===== src/rtl/pipelined_addsub_if.sv =====
`default_nettype none
// ============================================================================
// pipelined_addsub_if : operand/result handshake bundle for pipelined_addsub
// Revision: 1.0
// ============================================================================
interface pipelined_addsub_if #(
  parameter int WIDTH = 8
);
  logic             in_valid;
  logic             in_ready;
  logic [WIDTH-1:0] a;
  logic [WIDTH-1:0] b;
  logic             cin;
  logic             sub;
  logic             out_valid;
  logic             out_ready;
  logic [WIDTH-1:0] s;
  logic             cout;
  logic             overflow;
  logic             zero;

  modport master (
    output in_valid, a, b, cin, sub, out_ready,
    input  in_ready, out_valid, s, cout, overflow, zero
  );

  modport slave (
    input  in_valid, a, b, cin, sub, out_ready,
    output in_ready, out_valid, s, cout, overflow, zero
  );
endinterface
`default_nettype wire


===== src/rtl/pipelined_addsub.sv =====
`default_nettype none
// ============================================================================
// pipelined_addsub : skewed, carry-chained add/sub pipeline, CHUNK bits/stage
// Revision: 1.0
// ============================================================================
module pipelined_addsub #(
  parameter int WIDTH = 8,
  parameter int CHUNK = 4
) (
  input  wire                clk,
  input  wire                rst,
  pipelined_addsub_if.slave  bus
);
  localparam int STAGES = WIDTH / CHUNK;
  localparam int LAST   = STAGES - 1;

  generate
    if (WIDTH < 2 || CHUNK < 1 || (WIDTH % CHUNK) != 0) begin : g_param_check
      $error("pipelined_addsub: WIDTH must be >= 2 and a multiple of CHUNK");
    end
  endgenerate

  logic [WIDTH-1:0] w_beff;
  logic             w_c0;
  logic             w_stall;
  logic [CHUNK:0]   w_slice;

  // Stage k sees these inputs: operands and lower partial sums from stage k-1.
  logic [WIDTH-1:0] w_a_in [STAGES];
  logic [WIDTH-1:0] w_b_in [STAGES];
  logic [WIDTH-1:0] w_s_in [STAGES];
  logic             w_c_in [STAGES];

  logic [WIDTH-1:0] s_d [STAGES];
  logic             c_d [STAGES];
  logic             v_d [STAGES];
  logic             overflow_d;
  logic             zero_d;

  logic [WIDTH-1:0] a_q [STAGES];
  logic [WIDTH-1:0] b_q [STAGES];
  logic [WIDTH-1:0] s_q [STAGES];
  logic             c_q [STAGES];
  logic             v_q [STAGES];
  logic             overflow_q;
  logic             zero_q;

  assign w_stall       = v_q[LAST] && !bus.out_ready;
  assign bus.in_ready  = !w_stall;
  assign bus.out_valid = v_q[LAST];
  assign bus.s         = s_q[LAST];
  assign bus.cout      = c_q[LAST];
  assign bus.overflow  = overflow_q;
  assign bus.zero      = zero_q;

  always_comb begin
    w_beff  = bus.sub ? ~bus.b : bus.b;
    w_c0    = bus.cin ^ bus.sub;
    w_slice = '0;

    w_a_in[0] = bus.a;
    w_b_in[0] = w_beff;
    w_s_in[0] = '0;
    w_c_in[0] = w_c0;
    v_d[0]    = bus.in_valid;
    for (int k = 1; k < STAGES; k++) begin
      w_a_in[k] = a_q[k-1];
      w_b_in[k] = b_q[k-1];
      w_s_in[k] = s_q[k-1];
      w_c_in[k] = c_q[k-1];
      v_d[k]    = v_q[k-1];
    end

    for (int k = 0; k < STAGES; k++) begin
      w_slice = {1'b0, w_a_in[k][k*CHUNK +: CHUNK]}
              + {1'b0, w_b_in[k][k*CHUNK +: CHUNK]}
              + {{CHUNK{1'b0}}, w_c_in[k]};
      s_d[k]                   = w_s_in[k];
      s_d[k][k*CHUNK +: CHUNK] = w_slice[CHUNK-1:0];
      c_d[k]                   = w_slice[CHUNK];
    end

    // Flags derive from the complete sum, which only exists in the final stage.
    overflow_d = (w_a_in[LAST][WIDTH-1] == w_b_in[LAST][WIDTH-1])
              && (s_d[LAST][WIDTH-1] != w_a_in[LAST][WIDTH-1]);
    zero_d     = (s_d[LAST] == '0);
  end

  always_ff @(posedge clk or posedge rst) begin
    if (rst) begin
      for (int k = 0; k < STAGES; k++) begin
        a_q[k] <= '0;
        b_q[k] <= '0;
        s_q[k] <= '0;
        c_q[k] <= 1'b0;
        v_q[k] <= 1'b0;
      end
      overflow_q <= 1'b0;
      zero_q     <= 1'b0;
    end else if (!w_stall) begin
      for (int k = 0; k < LAST; k++) begin
        a_q[k] <= w_a_in[k];
        b_q[k] <= w_b_in[k];
        s_q[k] <= s_d[k];
        c_q[k] <= c_d[k];
      end
      for (int k = 0; k < STAGES; k++) begin
        v_q[k] <= v_d[k];
      end
      // Bubbles leave the visible result untouched.
      if (v_d[LAST]) begin
        s_q[LAST]  <= s_d[LAST];
        c_q[LAST]  <= c_d[LAST];
        overflow_q <= overflow_d;
        zero_q     <= zero_d;
      end
    end
  end
endmodule
`default_nettype wire


===== src/flat_wrapper.sv =====
// flat-port wrapper written by rule: the top's interface ports become plain ports
module pipelined_addsub_flat 
#(
  parameter int WIDTH = 8,
  parameter int CHUNK = 4
)
  (clk, rst, bus_in_valid, bus_a, bus_b, bus_cin, bus_sub, bus_out_ready, bus_in_ready, bus_out_valid, bus_s, bus_cout, bus_overflow, bus_zero);
  pipelined_addsub_if #(.WIDTH(WIDTH)) bus_i ();
  input  wire clk;
  input  wire rst;
  input wire logic [$bits(bus_i.in_valid)-1:0] bus_in_valid;
  input wire logic [$bits(bus_i.a)-1:0] bus_a;
  input wire logic [$bits(bus_i.b)-1:0] bus_b;
  input wire logic [$bits(bus_i.cin)-1:0] bus_cin;
  input wire logic [$bits(bus_i.sub)-1:0] bus_sub;
  input wire logic [$bits(bus_i.out_ready)-1:0] bus_out_ready;
  output wire logic [$bits(bus_i.in_ready)-1:0] bus_in_ready;
  output wire logic [$bits(bus_i.out_valid)-1:0] bus_out_valid;
  output wire logic [$bits(bus_i.s)-1:0] bus_s;
  output wire logic [$bits(bus_i.cout)-1:0] bus_cout;
  output wire logic [$bits(bus_i.overflow)-1:0] bus_overflow;
  output wire logic [$bits(bus_i.zero)-1:0] bus_zero;
  assign bus_i.in_valid = bus_in_valid;
  assign bus_i.a = bus_a;
  assign bus_i.b = bus_b;
  assign bus_i.cin = bus_cin;
  assign bus_i.sub = bus_sub;
  assign bus_i.out_ready = bus_out_ready;
  assign bus_in_ready = bus_i.in_ready;
  assign bus_out_valid = bus_i.out_valid;
  assign bus_s = bus_i.s;
  assign bus_cout = bus_i.cout;
  assign bus_overflow = bus_i.overflow;
  assign bus_zero = bus_i.zero;
  pipelined_addsub #(.WIDTH(WIDTH), .CHUNK(CHUNK)) u_core (.clk(clk), .rst(rst), .bus(bus_i));
endmodule

===== config.mk =====
export PLATFORM = sky130hd
export DESIGN_NAME = pipelined_addsub_flat
export DESIGN_NICKNAME = d
export VERILOG_FILES = /design/src/rtl/pipelined_addsub_if.sv /design/src/rtl/pipelined_addsub.sv /design/src/flat_wrapper.sv
export SDC_FILE = /design/constraint.sdc
export NUM_CORES = 1
export LEC_CHECK = 0
export ABC_AREA = 1
export CAP_MARGIN = 20
export CORE_MARGIN = 1.5
export CORE_UTILIZATION = 48
export CTS_CLUSTER_DIAMETER = 50
export DETAILED_ROUTE_END_ITERATION = 12
export PLACE_DENSITY = 0.81
export SKIP_CTS_REPAIR_TIMING = 1
export SYNTH_ARGS = -nofsm -noshare
export SYNTH_HDL_FRONTEND = slang
export SYNTH_SLANG_ARGS = --single-unit

===== constraint.sdc =====
create_clock -name clk -period 2.4 [get_ports clk]
set_clock_uncertainty 0.05 [all_clocks]
set_input_delay 0.36 -clock clk [delete_from_list [all_inputs] [get_ports clk]]
set_output_delay 0.36 -clock clk [all_outputs]
set_load 0.02 [all_outputs]

==> notes.org <==
#+TITLE: Flow metrics

** Die
- Die extent in y :: approximately 57 um
- The floorplan step set the die width to about 57 um.
- Chip area :: around 0.0032 sq mm
- Tap insertion was completed with 31 tapcells.
- The core region is ~0.0027 sq mm.
- During I/O placement, the number of pins put on the boundary was 35.
- Before placement the cells fill between 50% and 60% of the core.

** CTS
- No sink is reached through more buffers than the 2 on the longest clock path.
- In this run the number of H-tree levels came out at 1.
- TritonCTS built the clock tree.
- Insertion delay of the later-clocked pin in the worst-skew pair :: between 300 and 400 ps
- Per the CTS log, the root buffer master is clkbuf_4.
- Clock Pin Slew Worst Setup and Hold Paths :: approximately 130 ps

** Place
- Post-Place Cell Area :: ~0.0018 sq mm
- Buffers added on ports :: 34
- Last weighted congestion value of the routability-driven placer :: roughly 0.85
- Estimated wirelength of the detail-placed design :: just over 2 mm
- Inst Count DP :: 222
- Logged for this run, the post-placement worst setup slack is 34.46 ps.

** Logic synthesis
- Post-Syn Instances :: 158
- YS warnings :: 0
- The synthesized design devotes to its leading area cell type 47.02% of total area.
- Distinct cells, synth :: 21
- Summing the areas of all and, or, nand and nor instances in the mapped netlist gives between 20% and 30% of the synthesized area.
- Number of cells in Yosys stat :: 158
- Sorting the synthesis cell report by count puts at the top nand2_1.
- In the synthesized netlist, the dominant kind of combinational cell is simple AND/OR/NAND/NOR gates.
- Sorting the synthesized cells by area gives the leading types as dfrtp_1 (47%), nand2_1 (12%), fa_1 (5.8%).
- Post-synth area from yosys stat :: ~0.0014 sq mm
- Count of flip-flops with a built-in enable after synthesis :: 0
- Of the synthesized area, sequential elements account for 47.02%.
- Cell taking the most area after synthesis :: dfrtp_1
- Post-synthesis instance area :: about 0.0014 sq mm
- Ys async rst share :: 100.0%
- Of the total synthesized cell area, the portion taken by AND-OR and OR-AND cells is between 7 and 8%.
- Net count entering floorplan :: between 150 and 200
- Adder Area Share :: between 10% and 20%
- Ranked by instance count, the synthesized netlist is headed by nand2_1 (46), dfrtp_1 (26), inv_1 (17).
- For reference, the post-synthesis area per instance comes to roughly 9 sq um.
- Mux cell area share :: 0%
- After synthesis the netlist holds a flip-flop and latch count of 26.
- For reference, XOR and XNOR gates occupy 5.696% of the area reported after synthesis.
- Commonest flop :: dfrtp_1

** Power and ir drop
- The largest part of the power goes to combinational cells.
- Reg power frac :: 42.2%
- Per the breakdown, switching nets consume 36.15% of all power.
- Power comes to ~1500 uW.
- For the sequential group, total power comes out at slightly above 600 uW.
- The share of total power dissipated in the clock network is between 10% and 20%.
- Internal power :: ~940 uW
- Switching power :: 532.2 uW
- Summed over all cells, the static leakage comes to 0.0008736 uW.
- Looking at the VDD voltage map, the peak drop is about 620 uV.
- Reported combinational group power :: around 630 uW
- Dividing total power by cell area gives a power density of 821.7 mW/mm^2.

** Finish
- The fraction of cell area in sequential cells is reported as between 30% and 40%.
- In the final layout, the fill cell count is around 240.
- Measured on the final layout, buffering overhead outside the clock network stands at between 20% and 30%.
- The register with the most flip-flops in the layout has 8 of them.
- The number of antenna diodes in the final layout is 0.
- Multi-input combinational cell count :: about 110
- Registers take approximately 650 sq um.
- Leaving out fill and tap cells, the most frequent cell in the layout is nand2_1.
- Most numerous logic cells after layout :: nand2_1 (46), clkdlybuf4s50_1 (34), dfrtp_1 (26)
- Multi-input gate share of the layout cell area :: between 30% and 40%
- Leaving out filler cells and counting taps, the final layout contains 226.
- For this run, the post-layout net count is roughly 230.
- Non-clk bufs :: 38
- The area taken by multi-input combinational cells is reported as around 630 sq um.
- From synthesis to final layout, the design area changed by 29.48%.
- With fillers left out, the area of the finished cells amounts to between 0.0015 and 0.002 sq mm.
- Clock distribution area overhead in the final layout :: ~2.0%
- Of the cells placed in the final design, the portion with a size suffix greater than 1 is under 10%.
- Inverters, non-clock :: 18
- The finished layout reports a core utilization of roughly 66%.

** Critical path
- Buffering stage count on the worst path with inverters included :: 1
- Broken down by cell family, the worst path's largest delay share belongs to adder cells.
- Top fanout value on the critical path :: 3
- In the setup report, the worst path falls into the class primary input to flip-flop.
- Endpoint of the most critical setup path :: u_core.c_q[1]
- The worst setup path is captured at a flip-flop.
- The OpenROAD report gives the critical path a data arrival time of approximately 2200 ps.
- The largest individual stage delay along the critical path comes from the cell clkdlybuf4s50_1.
- Startpoint of the worst-slack reg-to-reg timing path :: u_core.c_q[1]
- In this run the worst setup path begins at bus_sub.
- Worst reg-to-reg path cell count :: 9
- Data on the critical path is required at its endpoint by between 2000 and 3000 ps.
- Longest individual stage delay on the worst path :: between 400 and 500 ps
- The setup check on the worst reg-to-reg path leaves a slack of 580 ps.
- The capture point of the worst register-to-register path is recorded as u_core.bus.zero.
- Cell breakdown of the critical path :: clkdlybuf4s50_1, xor2_1, fa_1, fa_1, nand2_1, nand2_1, nand2_1, a21oi_1
- The worst setup path is launched from a primary input.
- All stages included, the depth of the critical timing path comes to 8.
- Dominant cell type by count on the critical path :: nand2_1

** Job
- The run reported a max-capacitance violation count of 0.
- Tool warnings :: 26

** Detailed routing
- Routed length on met2 :: between 1 and 1.5 mm
- DRC violations left :: 0
- In the per-layer summary, the met1 wirelength comes to around 1.2 mm.
- For this run, the detailed router reports a per-instance via density of slightly below 5.
- Number of search-and-repair iterations in the first detailed-routing pass :: 3
- Vias :: between 1000 and 1500
- Aggregate routed wire length :: around 2.6 mm
- The detailed router reports a met3 wire length of 121 um.
- In this run the top signal layer used is met4.
- Initial DRC count :: 28
- Routed wire per std cell :: about 11 um
- In this run the remaining antenna-violating nets after routing total 0.

** STA
- The final timing report counts setup violations totalling 0.
- Final setup slack of the worst path :: approximately 400 ps
- Hold violation count in the final report :: 0
- Setup repair after global routing left no endpoint under its margin.
- Minimum clock period :: about 2000 ps
- For this run, the top clock speed supported by timing is between 500 and 600 MHz.
- The final critical path takes up a little over four fifths of the cycle.
- Worst slew margin :: approximately 80%
- Total negative slack :: 0 ps
- Hold slack :: about 330 ps
- The final timing report lists a max-slew violation count of 0.
- For the pin with the worst max-slew slack, the measured transition is ~320 ps.

** Global routing
- Per the GRT log, the top usage layer is met2.
- met2 track demand over resource after global routing is a little under a third.
- Met3 Resource Use GR :: under 10%
- GRT Resource Usage Total :: 17.89%
- Vias in the first global route :: ~1000
- Antenna violations before repair :: 0
- Met1 track demand over resource in global routing :: 21.21%
- Wire length of the first global-routing pass :: approximately 4.4 mm
- Largest net degree at the start of global routing :: 27

** Outcome
- Run status :: completed

** Min path
- Hold Crit Class :: primary input to asynchronous set/reset pin
wires.png
(8 px per um)
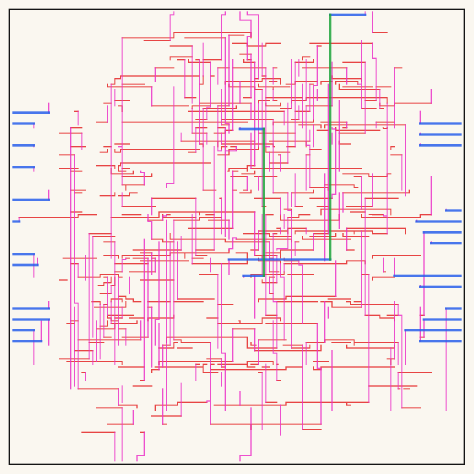
legend:
  metal 4:
    color: green
    wire_length: 49.0 um
  metal 3:
    color: blue
    wire_length: 122 um
  metal 2:
    color: magenta
    wire_length: 1270 um
  metal 1:
    color: red
    wire_length: 1150 um

cell_density.png
(6 px per um) 11 x 11 tiles, from white (low) to dark blue (high), 0 to 100% covered.
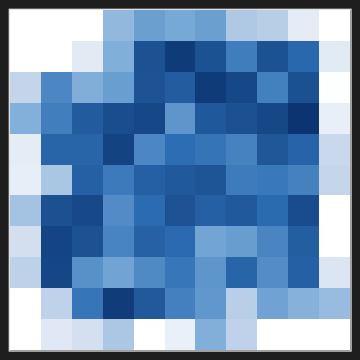
emptiest ninth of the die: top left
fullest tile: 98%
tiles over 75% full: 37%

clocks.png
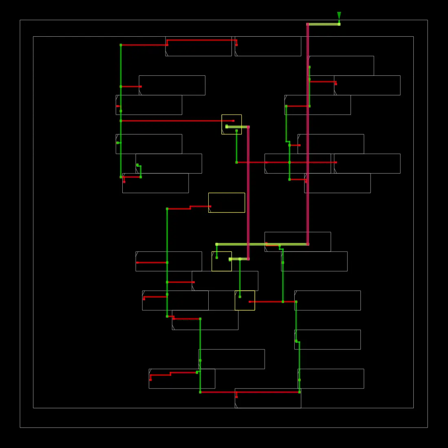
clock sink count: 26
CLK BUF: 4
Power Clock: 218 uW
CTS Buf Count: 3
num sequential: 26

Power is estimated from default activity; no workload was simulated.
